File: src/rtl/pll_supervisor.sv
// PLL start-up supervisor: sequences PLL reset/lock qualification, retries on
// timeout, falls back to bypass on repeated failure, and generates tick enables.
module pll_supervisor #(
    parameter int RST_HOLD       = 3,
    parameter int LOCK_CYCLES    = 4,
    parameter int TIMEOUT_CYCLES = 16,
    parameter int MAX_RETRIES    = 2,
    parameter int NUM_TICK       = 2,
    parameter int DIV_W          = 8
) (
    input  logic                      clock_in,
    input  logic                      reset_n,
    input  logic                      locked,
    input  logic [NUM_TICK*DIV_W-1:0] tick_div,
    output logic                      pll_resetb,
    output logic                      pll_bypass,
    output logic                      rst_out_n,
    output logic                      ready,
    output logic                      fault,
    output logic [1:0]                retry_cnt,
    output logic [7:0]                loss_cnt,
    output logic [NUM_TICK-1:0]       tick
);

    localparam int HOLD_W = $clog2(RST_HOLD + 1);
    localparam int LOCK_W = $clog2(LOCK_CYCLES + 1);
    localparam int WAIT_W = $clog2(TIMEOUT_CYCLES + 1);

    typedef enum logic [1:0] {
        RESET_PLL = 2'd0,
        WAIT_LOCK = 2'd1,
        RUN       = 2'd2,
        FAULT     = 2'd3
    } state_t;

    state_t state, state_next;

    logic [1:0]        sync;
    logic              lock_s;
    logic [HOLD_W-1:0] hold_cnt;
    logic [LOCK_W-1:0] lock_cnt;
    logic [WAIT_W-1:0] wait_cnt;
    logic              lock_qual, timeout;
    logic [1:0]        retry_inc;
    logic              resetb_d, bypass_d, rst_d, ready_d, fault_d;
    logic [DIV_W-1:0]  tick_cnt   [NUM_TICK];
    logic [DIV_W-1:0]  tick_cnt_d [NUM_TICK];
    logic [NUM_TICK-1:0] tick_d;

    assign lock_s = sync[1];

    always_ff @(posedge clock_in or negedge reset_n) begin
        if (!reset_n) sync <= '0;
        else          sync <= {sync[0], locked};
    end

    always_ff @(posedge clock_in or negedge reset_n) begin
        if (!reset_n) state <= RESET_PLL;
        else          state <= state_next;
    end

    // Lock qualification is checked before timeout so a simultaneous lock wins.
    always_comb begin
        lock_qual  = (state == WAIT_LOCK) && lock_s && (lock_cnt == LOCK_W'(LOCK_CYCLES - 1));
        timeout    = (state == WAIT_LOCK) && !lock_qual && (wait_cnt == WAIT_W'(TIMEOUT_CYCLES - 1));
        retry_inc  = (retry_cnt == 2'd3) ? 2'd3 : retry_cnt + 2'd1;
        state_next = state;
        case (state)
            RESET_PLL: if (hold_cnt == HOLD_W'(RST_HOLD - 1)) state_next = WAIT_LOCK;
            WAIT_LOCK: begin
                if (lock_qual)    state_next = RUN;
                else if (timeout) state_next = (retry_inc == 2'(MAX_RETRIES)) ? FAULT : RESET_PLL;
            end
            RUN:       if (!lock_s) state_next = RESET_PLL;
            FAULT:     state_next = FAULT;
            default:   state_next = RESET_PLL;
        endcase
    end

    // Outputs are decoded from the next state and registered, so they change on the
    // same edge as the state and never see locked or tick_div combinationally.
    always_comb begin
        resetb_d = 1'b0;
        bypass_d = 1'b0;
        rst_d    = 1'b0;
        ready_d  = 1'b0;
        fault_d  = 1'b0;
        case (state_next)
            WAIT_LOCK: resetb_d = 1'b1;
            RUN: begin
                resetb_d = 1'b1;
                rst_d    = 1'b1;
                ready_d  = 1'b1;
            end
            FAULT: begin
                bypass_d = 1'b1;
                rst_d    = 1'b1;
                fault_d  = 1'b1;
            end
            default: ;
        endcase
    end

    always_ff @(posedge clock_in or negedge reset_n) begin
        if (!reset_n) begin
            pll_resetb <= 1'b0;
            pll_bypass <= 1'b0;
            rst_out_n  <= 1'b0;
            ready      <= 1'b0;
            fault      <= 1'b0;
        end else begin
            pll_resetb <= resetb_d;
            pll_bypass <= bypass_d;
            rst_out_n  <= rst_d;
            ready      <= ready_d;
            fault      <= fault_d;
        end
    end

    always_ff @(posedge clock_in or negedge reset_n) begin
        if (!reset_n) begin
            hold_cnt  <= '0;
            lock_cnt  <= '0;
            wait_cnt  <= '0;
            retry_cnt <= '0;
            loss_cnt  <= '0;
        end else begin
            if (state_next != state) begin
                hold_cnt <= '0;
                lock_cnt <= '0;
                wait_cnt <= '0;
            end else begin
                case (state)
                    RESET_PLL: hold_cnt <= hold_cnt + 1'b1;
                    WAIT_LOCK: begin
                        wait_cnt <= wait_cnt + 1'b1;
                        lock_cnt <= lock_s ? lock_cnt + 1'b1 : '0;
                    end
                    default: ;
                endcase
            end
            if (lock_qual)    retry_cnt <= '0;
            else if (timeout) retry_cnt <= retry_inc;
            if (state == RUN && !lock_s && loss_cnt != 8'hFF) loss_cnt <= loss_cnt + 8'd1;
        end
    end

    // The counter value shown alongside each registered tick is the one for the
    // upcoming cycle, so a divider change is applied at the very next edge.
    always_comb begin
        for (int unsigned i = 0; i < NUM_TICK; i++) begin
            tick_cnt_d[i] = '0;
            tick_d[i]     = 1'b0;
            if (ready_d) begin
                if (ready && !tick[i]) tick_cnt_d[i] = tick_cnt[i] + 1'b1;
                tick_d[i] = (tick_cnt_d[i] >= tick_div[i*DIV_W +: DIV_W]);
            end
        end
    end

    always_ff @(posedge clock_in or negedge reset_n) begin
        if (!reset_n) begin
            tick <= '0;
            for (int unsigned i = 0; i < NUM_TICK; i++) tick_cnt[i] <= '0;
        end else begin
            tick <= tick_d;
            for (int unsigned i = 0; i < NUM_TICK; i++) tick_cnt[i] <= tick_cnt_d[i];
        end
    end

endmodule

File: config.mk
export PLATFORM = sky130hd
export DESIGN_NAME = pll_supervisor
export DESIGN_NICKNAME = d
export VERILOG_FILES = /design/src/rtl/pll_supervisor.sv
export SDC_FILE = /design/constraint.sdc
export NUM_CORES = 1
export LEC_CHECK = 0
export CAP_MARGIN = 0
export CELL_PAD_IN_SITES_DETAIL_PLACEMENT = 0
export CELL_PAD_IN_SITES_GLOBAL_PLACEMENT = 1
export CORE_UTILIZATION = 45
export DETAILED_ROUTE_END_ITERATION = 8
export PLACE_DENSITY = 0.83
export SLEW_MARGIN = 20
export SYNTH_ARGS = -nofsm -noshare
export SYNTH_HDL_FRONTEND = slang
export SYNTH_SLANG_ARGS = --single-unit
export TNS_END_PERCENT = 50
File: constraint.sdc
create_clock -name clock_in -period 3.4 [get_ports clock_in]
set_input_delay 1.02 -clock clock_in [delete_from_list [all_inputs] [get_ports clock_in]]
set_output_delay 1.02 -clock clock_in [all_outputs]
set_load 0.05 [all_outputs]
Fig. 1: floorplan with the power grid
The bar under the picture is 20 µm long. Pins as bars on the die edge. Tap cells in grey.
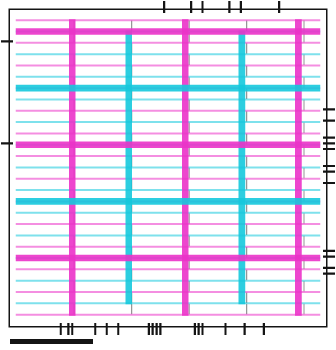
legend:
  VSS:
    colour: magenta
  VDD:
    colour: cyan
signal pins: 36
met5 straps: 5
met1 rails: 27

Fig. 2: clock wiring as the flow saved it
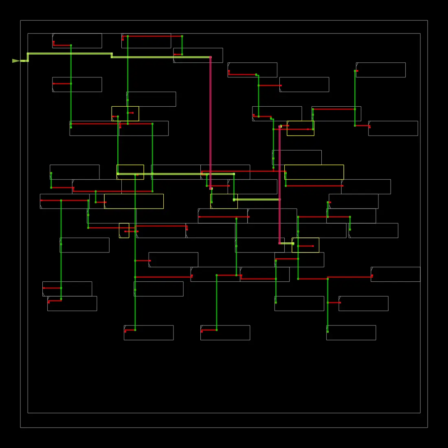
Fin Clk Skew: 0.00323 ns
Clk power: 0.474 mW
CTS Buf Count: 5

Fig. 3: cell classes on the final placement
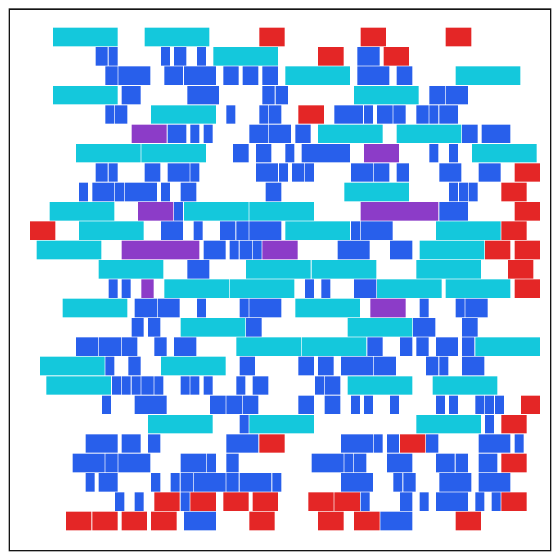
legend:
  clock drivers and dummy loads:
    colour: purple
    cells: 8
  all other logic:
    colour: blue
    cells: 202
  other buffers and delay cells:
    colour: red
    cells: 35
  flip-flops:
    colour: cyan
    cells: 45

Fig. 4: clock wires, drivers and flops
The bar under the picture is 20 µm long.
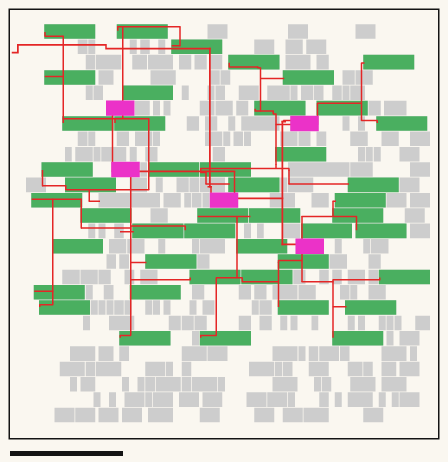
legend:
  cells driving clock nets:
    colour: magenta
    count: 5
  flip-flops:
    colour: green
    count: 45
  clock wires:
    colour: red
    length: 569 µm
routed clock nets: 6

Fig. 5: metal layers overlaid
The bar under the picture is 20 µm long. Only two layers are drawn.
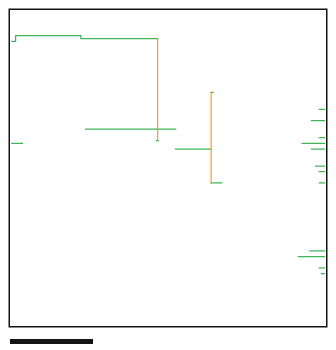
legend:
  met4:
    colour: orange
    wire_length: 46.2 µm
  met3:
    colour: green
    wire_length: 103 µm

==> flow_summary_export.csv <==
group,metric,value,unit
cells_and_area,largest-register,"tick_cnt",
power_and_ir_drop,cellPowerDensity,581,mW/mm²
final_timing,fin_tns_setup,0,ns
route,first_iter_violations,86,
floorplanning,die_area,0.00576,mm²
floorplanning,fp_util,0.475,
global_route,grt_pass1_vias,1696,
clock_network,path_clk_slew,0.08,ns
yosys,ys_cells,251,
floorplanning,io_pins,36,
placement,place_inst,352,
cells_and_area,fillers,459,
placement,port-buffer-count,35,
cells_and_area,comb_area,0.00122,mm²
setup_path,max_stage_delay,0.86,ns
placement,dpl_cell_area,0.00286,mm²
yosys,ys_sh_adder,0.132,
clock_network,h-tree-depth,2,
global_route,grt-ovfl-total,0,
setup_path,cp_max_fo,10,
setup_path,slowest_stage,"clkdlybuf4s50_1",
setup_path,path_class,"flip-flop to output pin",
route,drc,0,
global_route,grtUsageTotal,0.167,
setup_path,end_kind,"output pin",
yosys,ys_types,32,
final_timing,final.min_clock_period,2.67,ns
clock_network,post-cts-setup-buffers,0,
power_and_ir_drop,p_seq_frac,0.409,
power_and_ir_drop,pg_comb,0.558,mW
cells_and_area,seq_area,0.00113,mm²
final_timing,fin_ws,0.731,ns
power_and_ir_drop,vdd_drop_max,0.384,mV
clock_network,cts_sinks,45,
setup_path,crit_chain,"clkdlybuf4s50_1",
yosys,yosysWarnings,0,
yosys,synth.comb.largest_family,"simple AND/OR/NAND/NOR gates",
floorplanning,num_rows,26,
route,wire_per_inst,11.6,µm
floorplanning,core-area,0.00517,mm²
placement,dp_slack,0.964,ns
placement,hpwl,3090,µm
power_and_ir_drop,p_clk_frac,0.272,
outcome,status,"completed",
cells_and_area,fin_nets,334,
final_timing,relSlewSlack,0.512,
cells_and_area,drive_gt1_frac,0.0448,
final_timing,drv_slew,0,
power_and_ir_drop,net-switching-power,0.608,mW
final_timing,timing.final.setup_violations,0,
yosys,yosys_area,0.00246,mm²
final_timing,fmax,0.375,GHz
setup_path,crit_buf_inv,1,
yosys,xor_share,0.0713,
clock_network,cts_buffer_depth,2,
route,viasPerCell,4.94,
cells_and_area,fin_util,0.580,
setup_path,crit_required,2.38,ns
setup_path,start_kind,"flip-flop",
final_timing,rsz0062_at_grt,"false",
cells_and_area,diodes,0,
cells_and_area,layout_top_cell,"dfrtp_1",
clock_network,clkLatencyLatePin,0.29,ns
-- final timing paths --
path	slack, ns	from	cells after the start	to
min in group asynchronous	0.72	reset_n	1	tick_cnt[12]$_DFF_PN0_
worst max-delay path	0.73	rst_out_n$_DFF_PN0_	1	rst_out_n
max in group asynchronous	2.31	reset_n	1	retry_cnt[0]$_DFFE_PN0P_
worst min register to register	0.35	sync[0]$_DFF_PN0_	0	sync[1]$_DFF_PN0_
worst min-delay path	0.35	sync[0]$_DFF_PN0_	0	sync[1]$_DFF_PN0_
worst max register to register	1.18	wait_cnt[0]$_DFFE_PN0P_	9	tick_cnt[12]$_DFF_PN0_
-- Yosys cell counts (all sizes together) --
library cell	n	area [µm²]
xor2	11	96.3
xnor2	9	78.8
nor3	2	10.0
and3	9	56.3
mux2	3	33.8
nand2b	8	50.1
a311oi	1	8.76
dfrtp	45	1130
nor3b	4	41.3
ha	26	325
inv	23	86.3
a221o	2	20.0
nand3	12	60.1
a21boi	1	7.51
nor2	36	135
nor2b	4	25.0
or3	1	6.26
and4	2	17.5
a211oi	3	22.5
o21ai	9	45.0
nand2	15	56.3
a21o	2	15.0
a21oi	11	55.1
a31oi	2	12.5
and2	2	12.5
o22a	1	8.76
or2	1	6.26
nand4	2	12.5
buf	4	25.0
-- layer usage --
metal	routed length, µm	share of wire	track usage	up-vias
met5	0	0	0	-
met4	46	0.011	0.0556	0
met3	102	0.024	0.0397	5
met2	1980	0.48	0.277	19
met1	2040	0.49	0.215	836
li1	-	-	-	918
-- cell type report --
cell class                 instances  area share
sequential                        45       0.375
clock buffer                       5      0.0229
multi-input combinational        179       0.406
clock inverter                     3      0.0217
inverter                          23      0.0288
timing repair buffer              35       0.116
tap                               70      0.0292
Power and IR drop assume default switching activity.
